### Sequential cells coloured by netlist name

Scale bar: 100 um. Other cells in grey.
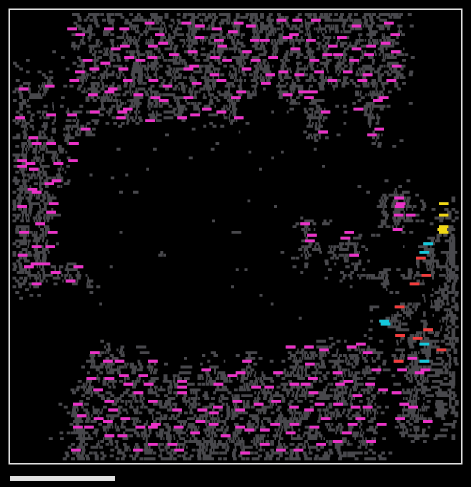
### Clock distribution

Scale bar: 100 um.
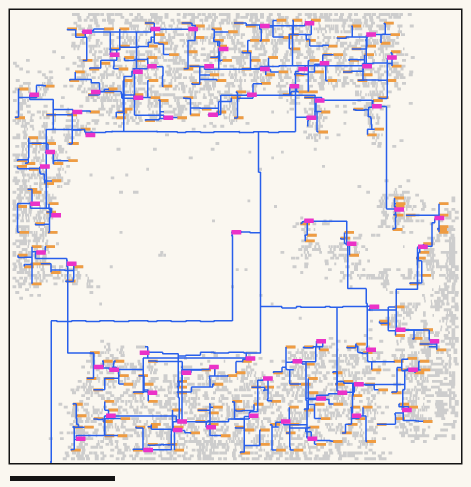
### Clock routing

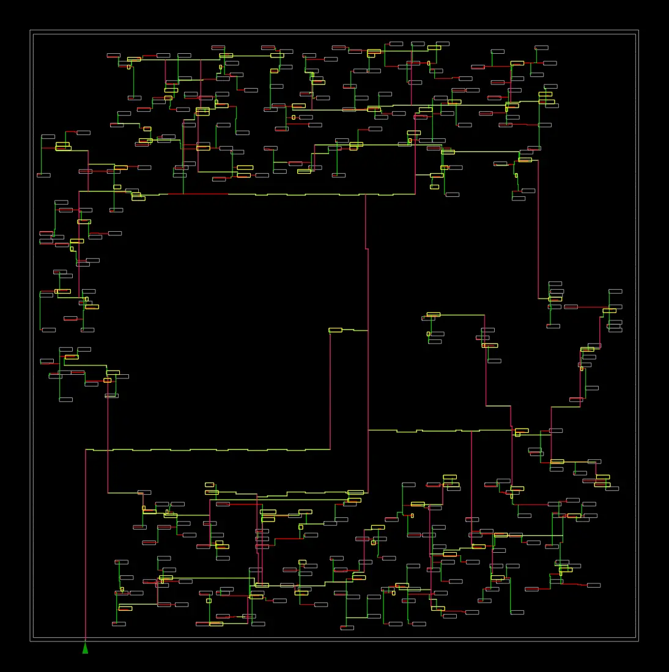
`config.mk`:
```
export PLATFORM = sky130hd
export DESIGN_NAME = stamp_dispatcher
export DESIGN_NICKNAME = d
export VERILOG_FILES = /design/src/rtl/conveyor_pkg.sv /design/src/rtl/stage_issue_fsm.sv /design/src/rtl/stamp_dispatcher.sv
export SDC_FILE = /design/constraint.sdc
export NUM_CORES = 2
export LEC_CHECK = 0
export CORE_AREA = 2 2 426 428
export CTS_CLUSTER_DIAMETER = 60
export CTS_CLUSTER_SIZE = 10
export DETAILED_ROUTE_END_ITERATION = 6
export DIE_AREA = 0 0 428 430
export SYNTH_ARGS = -nofsm -noshare
export SYNTH_HDL_FRONTEND = slang
export SYNTH_SLANG_ARGS = --single-unit
```
`constraint.sdc`:
```
create_clock -name clk -period 11.6 [get_ports clk]
set_clock_uncertainty 0.1 [all_clocks]
set_input_delay 1.74 -clock clk [delete_from_list [all_inputs] [get_ports clk]]
set_output_delay 1.74 -clock clk [all_outputs]
set_load 0.01 [all_outputs]
```
`src/rtl/conveyor_pkg.sv`:
```
`default_nettype none
// +-------------------------------------------------------------------------+
// | Package   : conveyor_pkg                                                |
// | Purpose   : Shared widths, stamp bit positions, command field offsets   |
// |             and stage-FSM types for the conveyor instruction chain.     |
// | Revision  : 1.0  initial release                                        |
// +-------------------------------------------------------------------------+
package conveyor_pkg;

  localparam int N_SLOTS = 8;
  localparam int CMD_W   = 88;
  localparam int TAKE_W  = 5;
  localparam int SLOT_W  = $clog2(N_SLOTS);
  localparam int N_STAGE = 3;

  // Stamp bit positions inside a slot's 3-bit stamp; also the stage index
  localparam int STAMP_EX  = 2;
  localparam int STAMP_MEM = 1;
  localparam int STAMP_WB  = 0;

  // Command word field offsets (all fields are 5 bits wide)
  localparam int FIELD_W  = 5;
  localparam int TAKE_LSB = 30;
  localparam int DEST_LSB = 67;
  localparam int SRC0_LSB = 72;
  localparam int SRC1_LSB = 77;

  typedef enum logic [1:0] {
    ST_IDLE  = 2'd0,
    ST_REQ   = 2'd1,
    ST_WAIT  = 2'd2,
    ST_STAMP = 2'd3
  } stage_state_e;

  // One stage's request to write a stamp back into the chain
  typedef struct packed {
    logic              valid;
    logic [SLOT_W-1:0] idx;
    logic [2:0]        bits;
    logic [TAKE_W-1:0] take;
  } stamp_req_t;

endpackage
`default_nettype wire

```
`src/rtl/stage_issue_fsm.sv`:
```
`default_nettype none
// +-------------------------------------------------------------------------+
// | Module    : stage_issue_fsm                                             |
// | Purpose   : Issue/complete FSM for one stage unit. Latches the selected |
// |             slot, handshakes with the unit, follows the slot as the     |
// |             chain shifts and raises a stamp write request at the end.   |
// | Revision  : 1.0  initial release                                        |
// +-------------------------------------------------------------------------+
module stage_issue_fsm
  import conveyor_pkg::*;
#(
  parameter int STAGE_BIT = STAMP_EX
) (
  input  logic                     clk,
  input  logic                     reset,
  input  logic                     advance_i,
  input  logic                     sel_valid_i,
  input  logic [SLOT_W-1:0]        sel_idx_i,
  input  logic [N_SLOTS*CMD_W-1:0] reg_out_flat_i,
  input  logic                     ack_i,
  input  logic                     done_i,
  input  logic [TAKE_W-1:0]        take_i,
  output logic                     req_o,
  output logic [CMD_W-1:0]         cmd_o,
  output logic                     busy_o,
  output stamp_req_t               stamp_o
);

  localparam logic [2:0] c_STAGE_MASK = 3'(1 << STAGE_BIT);

  stage_state_e      state_q, state_d;
  logic [SLOT_W-1:0] cur_q, cur_d;
  logic [CMD_W-1:0]  cmd_q, cmd_d;
  logic [TAKE_W-1:0] take_q, take_d;
  logic [2:0]        w_slot_bits;
  logic              w_can_stamp;

  // State, tracked slot, held command and latched take
  always_ff @(posedge clk or posedge reset) begin
    if (reset) begin
      state_q <= ST_IDLE;
      cur_q   <= '0;
      cmd_q   <= '0;
      take_q  <= '0;
    end else begin
      state_q <= state_d;
      cur_q   <= cur_d;
      cmd_q   <= cmd_d;
      take_q  <= take_d;
    end
  end

  // Current stamp bits of the tracked slot; slot 0 cannot be stamped
  // without a shift because the write lands in index+1.
  assign w_slot_bits = reg_out_flat_i[int'(cur_q)*CMD_W +: 3];
  assign w_can_stamp = advance_i || (cur_q != '0);

  // Next-state: selection, handshake, completion and slot tracking
  always_comb begin
    state_d = state_q;
    cur_d   = cur_q;
    cmd_d   = cmd_q;
    take_d  = take_q;
    if (state_q != ST_IDLE && advance_i) begin
      cur_d = cur_q + 1'b1;
    end
    case (state_q)
      ST_IDLE: begin
        if (sel_valid_i) begin
          state_d = ST_REQ;
          // The slot moves along with a shift on this very edge
          cur_d   = sel_idx_i + {{(SLOT_W-1){1'b0}}, advance_i};
          cmd_d   = reg_out_flat_i[int'(sel_idx_i)*CMD_W +: CMD_W];
        end
      end
      ST_REQ: begin
        if (ack_i) begin
          if (done_i) begin
            take_d  = take_i;
            state_d = ST_STAMP;
          end else begin
            state_d = ST_WAIT;
          end
        end
      end
      ST_WAIT: begin
        if (done_i) begin
          take_d  = take_i;
          state_d = ST_STAMP;
        end
      end
      ST_STAMP: begin
        if (w_can_stamp) begin
          state_d = ST_IDLE;
        end
      end
      default: state_d = ST_IDLE;
    endcase
  end

  // Outputs decoded from state, tracked slot and advance
  always_comb begin
    req_o         = (state_q == ST_REQ);
    busy_o        = (state_q != ST_IDLE);
    cmd_o         = cmd_q;
    stamp_o.valid = (state_q == ST_STAMP) && w_can_stamp;
    stamp_o.idx   = advance_i ? cur_q : (cur_q - 1'b1);
    stamp_o.bits  = w_slot_bits | c_STAGE_MASK;
    stamp_o.take  = take_q;
  end

  // The chain never shifts slot 7 out while it still owes a stamp
  a_no_shift_out : assert property (@(posedge clk) disable iff (reset)
    !(advance_i && (((state_q != ST_IDLE) && (cur_q == SLOT_W'(N_SLOTS-1))) ||
                    ((state_q == ST_IDLE) && sel_valid_i &&
                     (sel_idx_i == SLOT_W'(N_SLOTS-1))))));

endmodule
`default_nettype wire

```
`src/rtl/stamp_dispatcher.sv`:
```
`default_nettype none
// +-------------------------------------------------------------------------+
// | Module    : stamp_dispatcher                                            |
// | Purpose   : Consumer end of the conveyor chain. Picks the oldest ready  |
// |             slot for exec/mem/wb, runs one issue FSM per stage and      |
// |             merges their stamp/take write-backs into the chain ports.   |
// | Revision  : 1.0  initial release                                        |
// +-------------------------------------------------------------------------+
module stamp_dispatcher
  import conveyor_pkg::*;
(
  input  logic                      clk,
  input  logic                      reset,
  input  logic [N_SLOTS*3-1:0]      reg_start_flat,
  input  logic [N_SLOTS*CMD_W-1:0]  reg_out_flat,
  input  logic                      advance,
  output logic                      ex_req,
  output logic                      mem_req,
  output logic                      wb_req,
  output logic [CMD_W-1:0]          ex_cmd,
  output logic [CMD_W-1:0]          mem_cmd,
  output logic [CMD_W-1:0]          wb_cmd,
  input  logic                      ex_ack,
  input  logic                      mem_ack,
  input  logic                      wb_ack,
  input  logic                      ex_done,
  input  logic                      mem_done,
  input  logic                      wb_done,
  input  logic [TAKE_W-1:0]         ex_take,
  output logic [N_SLOTS*3-1:0]      stamp_flat,
  output logic [N_SLOTS-1:0]        stamp_in,
  output logic [N_SLOTS*TAKE_W-1:0] take_flat,
  output logic [N_SLOTS-1:0]        take_in,
  output logic [2:0]                busy
);

  // Stage vectors are indexed by stamp bit: [2]=ex, [1]=mem, [0]=wb
  logic [N_STAGE-1:0] w_ack, w_done, w_req, w_busy, w_sel_valid;
  logic [SLOT_W-1:0]  w_sel_idx [N_STAGE];
  logic [CMD_W-1:0]   w_cmd     [N_STAGE];
  stamp_req_t         w_stamp   [N_STAGE];

  assign w_ack  = {ex_ack, mem_ack, wb_ack};
  assign w_done = {ex_done, mem_done, wb_done};

  // Oldest ready slot per stage: the highest index wins
  always_comb begin
    for (int s = 0; s < N_STAGE; s++) begin
      w_sel_valid[s] = 1'b0;
      w_sel_idx[s]   = '0;
      for (int k = 0; k < N_SLOTS; k++) begin
        if (reg_start_flat[k*3+s]) begin
          w_sel_valid[s] = 1'b1;
          w_sel_idx[s]   = SLOT_W'(k);
        end
      end
    end
  end

  generate
    for (genvar s = 0; s < N_STAGE; s++) begin : g_stage
      stage_issue_fsm #(
        .STAGE_BIT (s)
      ) u_fsm (
        .clk            (clk),
        .reset          (reset),
        .advance_i      (advance),
        .sel_valid_i    (w_sel_valid[s]),
        .sel_idx_i      (w_sel_idx[s]),
        .reg_out_flat_i (reg_out_flat),
        .ack_i          (w_ack[s]),
        .done_i         (w_done[s]),
        .take_i         ((s == STAMP_EX) ? ex_take : {TAKE_W{1'b0}}),
        .req_o          (w_req[s]),
        .cmd_o          (w_cmd[s]),
        .busy_o         (w_busy[s]),
        .stamp_o        (w_stamp[s])
      );
    end
  endgenerate

  // Merge stage write-backs; stages hitting one index share a single write
  always_comb begin
    stamp_in   = '0;
    stamp_flat = '0;
    take_in    = '0;
    take_flat  = '0;
    for (int i = 0; i < N_SLOTS; i++) begin
      for (int s = 0; s < N_STAGE; s++) begin
        if (w_stamp[s].valid && (w_stamp[s].idx == SLOT_W'(i))) begin
          stamp_in[i]           = 1'b1;
          stamp_flat[i*3 +: 3] |= w_stamp[s].bits;
          if (s == STAMP_EX) begin
            take_in[i]                  = 1'b1;
            take_flat[i*TAKE_W +: TAKE_W] = w_stamp[s].take;
          end
        end
      end
    end
  end

  assign ex_req  = w_req[STAMP_EX];
  assign mem_req = w_req[STAMP_MEM];
  assign wb_req  = w_req[STAMP_WB];
  assign ex_cmd  = w_cmd[STAMP_EX];
  assign mem_cmd = w_cmd[STAMP_MEM];
  assign wb_cmd  = w_cmd[STAMP_WB];
  assign busy    = w_busy;

endmodule
`default_nettype wire

```
==> summary.txt <==
Fin. max-slew vios = 0
Fraction of synthesized cell area taken by the top area cell type = 23.2%
Core area = 180,000 um^2
Top Layout Cells = 1,091 x clkdlybuf4s50_1, 759 x nand2_1, 555 x nand3_1, 456 x a21oi_1, 375 x o21ai_0
Setup WS pre-CTS = 5.06 ns
Final WL = 269,000 um
Setup crit start = advance
Initial antenna violation count = 152
Power Sequential = 2.05 mW
Number of setup buffers added after CTS = 0
Power consumed by combinational cells = 5.32 mW
Detailed-routed wire length on met2 = 114,000 um
Number of buffers between clock root and the deepest sink = 3
YS warnings = 0
Post-synthesis async set-or-reset flop share = 100%
Filler cell count in the final layout = 19,692
Highest routed layer = met5
Largest driver fanout on the critical path = 37
FF/Latch Area = 7110 um^2
Cell area after synthesis = 30,700 um^2
Routability cong. = 0.987
Cell type taking the most area = multi-input combinational cells
Ratio of cells with drive above 1 in the final layout = 7.21%
Antenna-violating nets left = 0
Number of iterations in the first detailed-routing pass = 7
Final setup viols = 0
Yosys cell count = 4,436
Most common flop cell mapped by yosys = dfrtp_1
Fraction of synthesized cell area in xor and xnor cells = 0.114%
Run status = completed
Back to the opening pictures, 'Sequential cells coloured by netlist name':
Key: red = g_stage.u_fsm.cur_q [placed flops 9]; cyan = g_stage.u_fsm.state_q [placed flops 6]; yellow = g_stage.u_fsm.take_q [placed flops 5, where east]; magenta = g_stage.u_fsm.cmd_o [placed flops 264, where widely spread]

Back to the opening pictures, 'Clock distribution':
Key: orange = flip-flops [count 284]; blue = clock wires [length 8,340 um]; magenta = clock-net drivers [count 69]
There are 70 routed clock nets.

Back to the opening pictures, 'Clock routing':
number of sequential cells: 284
source-to-sink clock delay at the later pin of the worst-skew pair: 0.67 ns
Sink Count: 284
clock buf count: 91

Power figures rest on the tool's default switching activity, not on a simulated workload.
